==> images/wire_density.png <==
The die is cut into 36 by 36 equal tiles; white is low, dark blue is high, scaled to the fullest tile. Values are wire area over tile area, all layers added.
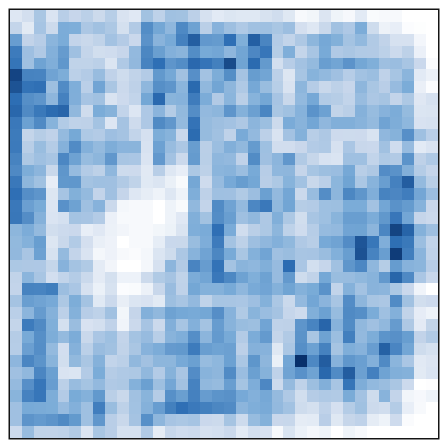
==> images/gate_families.png <==
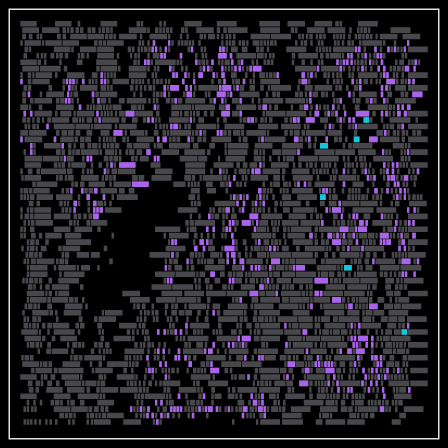
<file path="src/rtl/ea_reg_access_arbiter.sv">
// ---------------------------------------------------------------------------
// ea_reg_access_arbiter
//   Shares the single block_ea register bus between register-access
//   requesters (src0 = UART command path, src1 = MAC command path).
//   Round-robin grant, one transaction in flight, read responses routed back
//   to the issuing source, read timeout, and per-source request/ack counters.
//
// Ports
//   clk, rst_n       single clock, synchronous active-low reset
//   cnt_clr          one-cycle pulse clearing every counter
//   req_valid/ready  per-source request handshake (ready only in IDLE)
//   req_write        per-source 1 = write, 0 = read
//   req_addr         per-source byte address, source i at [ADDR_W*i +: ADDR_W]
//   req_wdata        per-source write data, source i at [32*i +: 32]
//   rsp_valid        one-cycle read-response strobe to the issuing source
//   rsp_rdata        read data, valid with any rsp_valid bit
//   rsp_err          timeout or misaligned address, valid with rsp_valid
//   reg_valid/ready  register-bus command handshake
//   reg_write        register-bus write/read
//   reg_addr         register-bus address (always word aligned)
//   reg_wdata        register-bus write data
//   reg_rvalid/rdata register-bus read return
//   wr_req_cnt       accepted writes per source, 32 bits each
//   rd_req_cnt       accepted reads per source, 32 bits each
//   rd_ack_cnt       read responses delivered per source, 32 bits each
// ---------------------------------------------------------------------------
module ea_reg_access_arbiter #(
   parameter int          NUM_SRC        = 2,
   parameter int          ADDR_W         = 16,
   parameter int          TIMEOUT_CYCLES = 1024,
   parameter logic [31:0] TIMEOUT_DATA   = 32'hDEAD_BEEF
) (
   input  logic                      clk,
   input  logic                      rst_n,
   input  logic                      cnt_clr,
   input  logic [NUM_SRC-1:0]        req_valid,
   output logic [NUM_SRC-1:0]        req_ready,
   input  logic [NUM_SRC-1:0]        req_write,
   input  logic [NUM_SRC*ADDR_W-1:0] req_addr,
   input  logic [NUM_SRC*32-1:0]     req_wdata,
   output logic [NUM_SRC-1:0]        rsp_valid,
   output logic [31:0]               rsp_rdata,
   output logic                      rsp_err,
   output logic                      reg_valid,
   input  logic                      reg_ready,
   output logic                      reg_write,
   output logic [ADDR_W-1:0]         reg_addr,
   output logic [31:0]               reg_wdata,
   input  logic                      reg_rvalid,
   input  logic [31:0]               reg_rdata,
   output logic [NUM_SRC*32-1:0]     wr_req_cnt,
   output logic [NUM_SRC*32-1:0]     rd_req_cnt,
   output logic [NUM_SRC*32-1:0]     rd_ack_cnt
);

   localparam int SRC_W = (NUM_SRC > 1) ? $clog2(NUM_SRC) : 1;
   localparam int TMR_W = $clog2(TIMEOUT_CYCLES);

   localparam logic [1:0] ST_IDLE    = 2'd0;
   localparam logic [1:0] ST_ISSUE   = 2'd1;
   localparam logic [1:0] ST_WAIT_RD = 2'd2;
   localparam logic [1:0] ST_RESP    = 2'd3;

   logic [1:0]        state;
   logic [SRC_W-1:0]  last_grant;
   logic [SRC_W-1:0]  src_q;
   logic [TMR_W-1:0]  timer;

   logic [SRC_W-1:0]  grant;
   logic [SRC_W-1:0]  cand;
   logic              grant_found;
   logic              grant_write;
   logic [ADDR_W-1:0] grant_addr;
   logic [31:0]       grant_wdata;
   logic              accept;
   logic              misaligned;

   // Round-robin search starting just after the last granted source.
   always_comb begin
      // NOTE: every variable gets a default first so no path leaves it unassigned (no latch).
      grant_found = 1'b0;
      grant       = '0;
      cand        = '0;
      grant_addr  = '0;
      grant_wdata = '0;
      for (int k = 1; k <= NUM_SRC; k++) begin
         cand = SRC_W'((int'(last_grant) + k) % NUM_SRC);
         if (!grant_found && req_valid[cand]) begin
            grant_found = 1'b1;
            grant       = cand;
         end
      end
      for (int i = 0; i < NUM_SRC; i++) begin
         if (grant == SRC_W'(i)) begin
            grant_addr  = req_addr[ADDR_W*i +: ADDR_W];
            grant_wdata = req_wdata[32*i +: 32];
         end
      end
   end

   assign grant_write = req_write[grant];
   assign misaligned  = (grant_addr[1:0] != 2'b00);
   // Gated by rst_n so no source sees an accept while reset is asserted.
   assign accept      = rst_n && (state == ST_IDLE) && grant_found;

   always_comb begin
      req_ready = '0;
      if (accept) req_ready[grant] = 1'b1;
   end

   // Transaction FSM and bus/response registers.
   always_ff @(posedge clk) begin
      if (!rst_n) begin
         // NOTE: sequential state uses non-blocking assignments so all flops update together.
         state      <= ST_IDLE;
         last_grant <= SRC_W'(NUM_SRC - 1);
         src_q      <= '0;
         timer      <= '0;
         reg_valid  <= 1'b0;
         reg_write  <= 1'b0;
         reg_addr   <= '0;
         reg_wdata  <= '0;
         rsp_valid  <= '0;
         rsp_rdata  <= '0;
         rsp_err    <= 1'b0;
      end else begin
         rsp_valid <= '0;
         case (state)
            ST_IDLE: begin
               if (accept) begin
                  last_grant <= grant;
                  src_q      <= grant;
                  if (!misaligned) begin
                     // Only aligned commands ever reach the bus registers.
                     reg_valid <= 1'b1;
                     reg_write <= grant_write;
                     reg_addr  <= grant_addr;
                     reg_wdata <= grant_wdata;
                     state     <= ST_ISSUE;
                  end else if (!grant_write) begin
                     rsp_valid[grant] <= 1'b1;
                     rsp_rdata        <= '0;
                     rsp_err          <= 1'b1;
                     state            <= ST_RESP;
                  end
                  // A misaligned write is silently dropped and stays in IDLE.
               end
            end
            ST_ISSUE: begin
               if (reg_ready) begin
                  reg_valid <= 1'b0;
                  timer     <= '0;
                  state     <= reg_write ? ST_IDLE : ST_WAIT_RD;
               end
            end
            ST_WAIT_RD: begin
               timer <= timer + 1'b1;
               // Read data arriving on the timeout cycle takes priority.
               if (reg_rvalid) begin
                  rsp_valid[src_q] <= 1'b1;
                  rsp_rdata        <= reg_rdata;
                  rsp_err          <= 1'b0;
                  state            <= ST_RESP;
               end else if (timer == TMR_W'(TIMEOUT_CYCLES - 1)) begin
                  rsp_valid[src_q] <= 1'b1;
                  rsp_rdata        <= TIMEOUT_DATA;
                  rsp_err          <= 1'b1;
                  state            <= ST_RESP;
               end
            end
            ST_RESP:  state <= ST_IDLE;
            default:  state <= ST_IDLE;
         endcase
      end
   end

   // Per-source counters; a clear wins over a same-cycle increment.
   always_ff @(posedge clk) begin
      if (!rst_n) begin
         wr_req_cnt <= '0;
         rd_req_cnt <= '0;
         rd_ack_cnt <= '0;
      end else begin
         for (int i = 0; i < NUM_SRC; i++) begin
            if (cnt_clr) begin
               wr_req_cnt[32*i +: 32] <= '0;
               rd_req_cnt[32*i +: 32] <= '0;
               rd_ack_cnt[32*i +: 32] <= '0;
            end else begin
               if (accept && (grant == SRC_W'(i))) begin
                  if (grant_write) wr_req_cnt[32*i +: 32] <= wr_req_cnt[32*i +: 32] + 32'd1;
                  else             rd_req_cnt[32*i +: 32] <= rd_req_cnt[32*i +: 32] + 32'd1;
               end
               if ((state == ST_RESP) && (src_q == SRC_W'(i)))
                  rd_ack_cnt[32*i +: 32] <= rd_ack_cnt[32*i +: 32] + 32'd1;
            end
         end
      end
   end

endmodule
</file>
<file path="config.mk">
export PLATFORM = sky130hd
export DESIGN_NAME = ea_reg_access_arbiter
export DESIGN_NICKNAME = d
export VERILOG_FILES = /design/src/rtl/ea_reg_access_arbiter.sv
export SDC_FILE = /design/constraint.sdc
export NUM_CORES = 1
export LEC_CHECK = 0
export ABC_AREA = 1
export CORE_MARGIN = 4
export CORE_UTILIZATION = 52
export DETAILED_ROUTE_END_ITERATION = 10
export DONT_BUFFER_PORTS = 1
export GPL_TIMING_DRIVEN = 0
export MAX_ROUTING_LAYER = met4
export PLACE_DENSITY = 0.72
export SLEW_MARGIN = 25
export SYNTH_ARGS = -nofsm -noshare
export SYNTH_HDL_FRONTEND = slang
export SYNTH_SLANG_ARGS = --single-unit
</file>
<file path="constraint.sdc">
create_clock -name clk -period 1.9 [get_ports clk]
set_input_delay 0.38 -clock clk [delete_from_list [all_inputs] [get_ports clk]]
set_output_delay 0.38 -clock clk [all_outputs]
set_load 0.1 [all_outputs]
</file>
==> results.yml <==
# physical design summary
status:
  outcome: "complete, but fails checks"
  failed_checks: "negative setup slack"
power_and_ir_drop:
  maxPowerGroup: "registers"
  power_frac_clock_pct: 38.4
  pg_seq_w: 0.00876
  p_total_w: 0.01865
  peakVddDrop_v: 0.001212
  power_frac_seq_pct: 47.0
  netSwitchingPower_w: 0.006936
  p_leak_nw: 6.797
  power_density_nw_per_um2: 956.7
  internal-power_w: 0.01171
synth:
  yosysTopAreaCellShare_pct: 37.33
  topCellsByArea: "dfxtp_1 (37%), nand2_1 (22%), nor2_1 (10%)"
  synth_area_um2: 15610
  edf_count: 0
  ys_seq_elements: 291
  top_area_cell: "dfxtp_1"
  netlist_top_cells_count: "nand2_1 (902), nor2_1 (418), dfxtp_1 (291)"
  synthCells: 2525
  synth_warnings: 0
  async_flop_share_pct: 0
  simple_gate_area_share_pct: 40.70
  synth_seq_share_pct: 37.33
  ff_type: "dfxtp_1"
  ys_sh_xor_pct: 1.628
  syn_nets: 2669
  top_cell: "nand2_1"
  syn_area_per_cell_um2: 6.181
die:
  chipArea_um2: 32850
  die_y_um: 181.2
  die_x_um: 181.2
  design.portCount: 416
global_routing:
  antenna_found_initial: 1
  grt_pass1_wl_um: 83400
  grt.total_usage_pct: 31.75
  grt_pass1_vias: 15600
  grt_max_degree: 15
cts:
  clockBufferDepth: 3
  cts_made_buffers: 35
  cts_tree: "done"
  cts-root-buf: "clkbuf_16"
  insertion_delay_ns: 0.52
  cts.sinks: 291
  cts.clk_slew.worst_paths_ns: 0.06
placed_design:
  place_area_um2: 16310
  port_buffers: 0
  globalplace.congestion: 0.9908
setup_path:
  r2r_setup_slack_ns: -0.17
  cp-startpoint: "last_grant"
  start_kind: "register"
  worst_setup_path_end_kind: "output port"
  required_ns: 1.52
  crit_path_end: "req_ready[0]"
  r2r_cells: 10
  crit_fanout: 3
  r2r-end: "wr_req_cnt[43]"
  crit_type: "reg2out"
  r2r-start: "last_grant"
worst_hold_path:
  hold-path-endpoint: "rsp_rdata[24]"
  hold_path_class: "in2reg"
  worstHoldPathCells: 2
  hold_start: "reg_rdata[24]"
timing:
  min_period_over_period_pct: 109.9
  skew_ns: 0.01814
  slew_headroom_pct: 32.17
  worst_pin_slew_ns: 1.017
  period_minus_slack_ns: 2.088
  setup_ws_ns: -0.1878
  setup_viol: 49
  fmax_ghz: 0.4790
  rsz0062_at_grt: "true"
  hold_viol_final: 0
  slew_violations: 0
routing:
  wirelength_um: 55120
  vias_per_cell: 5.589
  ant_nets: 0
  drt_iter0_markers: 1233
final_layout:
  layout_top_cells: "nand2_1 (861), nor2_1 (372), inv_1 (198)"
  final-seq-area_um2: 6474
  combGateArea_um2: 9489
  fillers: 2686
  fin_area_um2: 19490
  fin_nets: 2753
## Picture notes: wire_density.png
fullest tile: 0.74
nearly empty tiles: 2.2%
tiles over half the peak: 25%
mean over tiles: 0.28

## Picture notes: gate_families.png
| family | color | cells |
|---|---|---|
| NOR gates | purple | 465 |
| AND-OR and OR-AND gates | cyan | 6 |
Commonest Layout Cell: nand2_1
final non-filler cell total: 3026
Comb/total area: 48.69%

-- flip-flops by register name, indices dropped and copies added, names as in the netlist, 2 cells and up --
signal	flops
rd_ack_cnt	64
reg_wdata	32
rsp_valid	2
reg_addr	16
state	2
timer	10
rd_req_cnt	64
wr_req_cnt	64
rsp_rdata	32
-- final cells by class --
| cell class | count | share of cell area (%) |
|---|---|---|
| multi-input combinational | 1944 | 48.69 |
| sequential | 291 | 33.22 |
| clock buffer | 49 | 5.495 |
| inverter | 215 | 4.282 |
| tap | 390 | 2.504 |
| buffer | 74 | 2.452 |
| timing repair buffer | 47 | 2.375 |
| clock inverter | 14 | 0.9180 |
| timing repair inverter | 1 | 0.05778 |
| antenna | 1 | 0.01284 |
-- per-stage QoR --
stage / TNS, ns / std cells / setup slack (ns) / hold WS, ns
floorplan: 0 / 2525 / 0.003169 / 0.4287
global placement: -21.31 / 2915 / -0.3596 / 0.4509
detailed placement: -24.10 / 2915 / -0.3558 / 0.4588
CTS: -2.560 / 2997 / -0.2547 / 0.001117
global route: -7.081 / 3026 / -0.2845 / 0.01094
finish: -3.468 / 3026 / -0.1878 / 0.01553
-- what timing repair did --
action | in CTS | in global routing
gates resized | 239 | 267
hold buffers | 2 | 0
endpoints found under the hold margin | 2 | 0
gates cloned | 3 | 5
pin swaps | 14 | 83
endpoints found under the setup margin | 223 | 226
setup buffers | 14 | 25
-- worst max-delay path, stage by stage, from the launching register on --
cell and delay [ns]:
dfxtp_2 0.36, nand2_4 0.07, nand2_4 0.06, inv_1 0.10, nor2_4 0.59
-- per-layer routing --
metal / global-route usage, % / vias to the layer above / share of wire (%)
met4: 12.70 / 0 / 5.0
met1: 35.69 / 7820 / 38
met5: - / - / 0
li1: - / 8278 / -
met3: 7.771 / 158 / 8.2
met2: 54.31 / 655 / 49
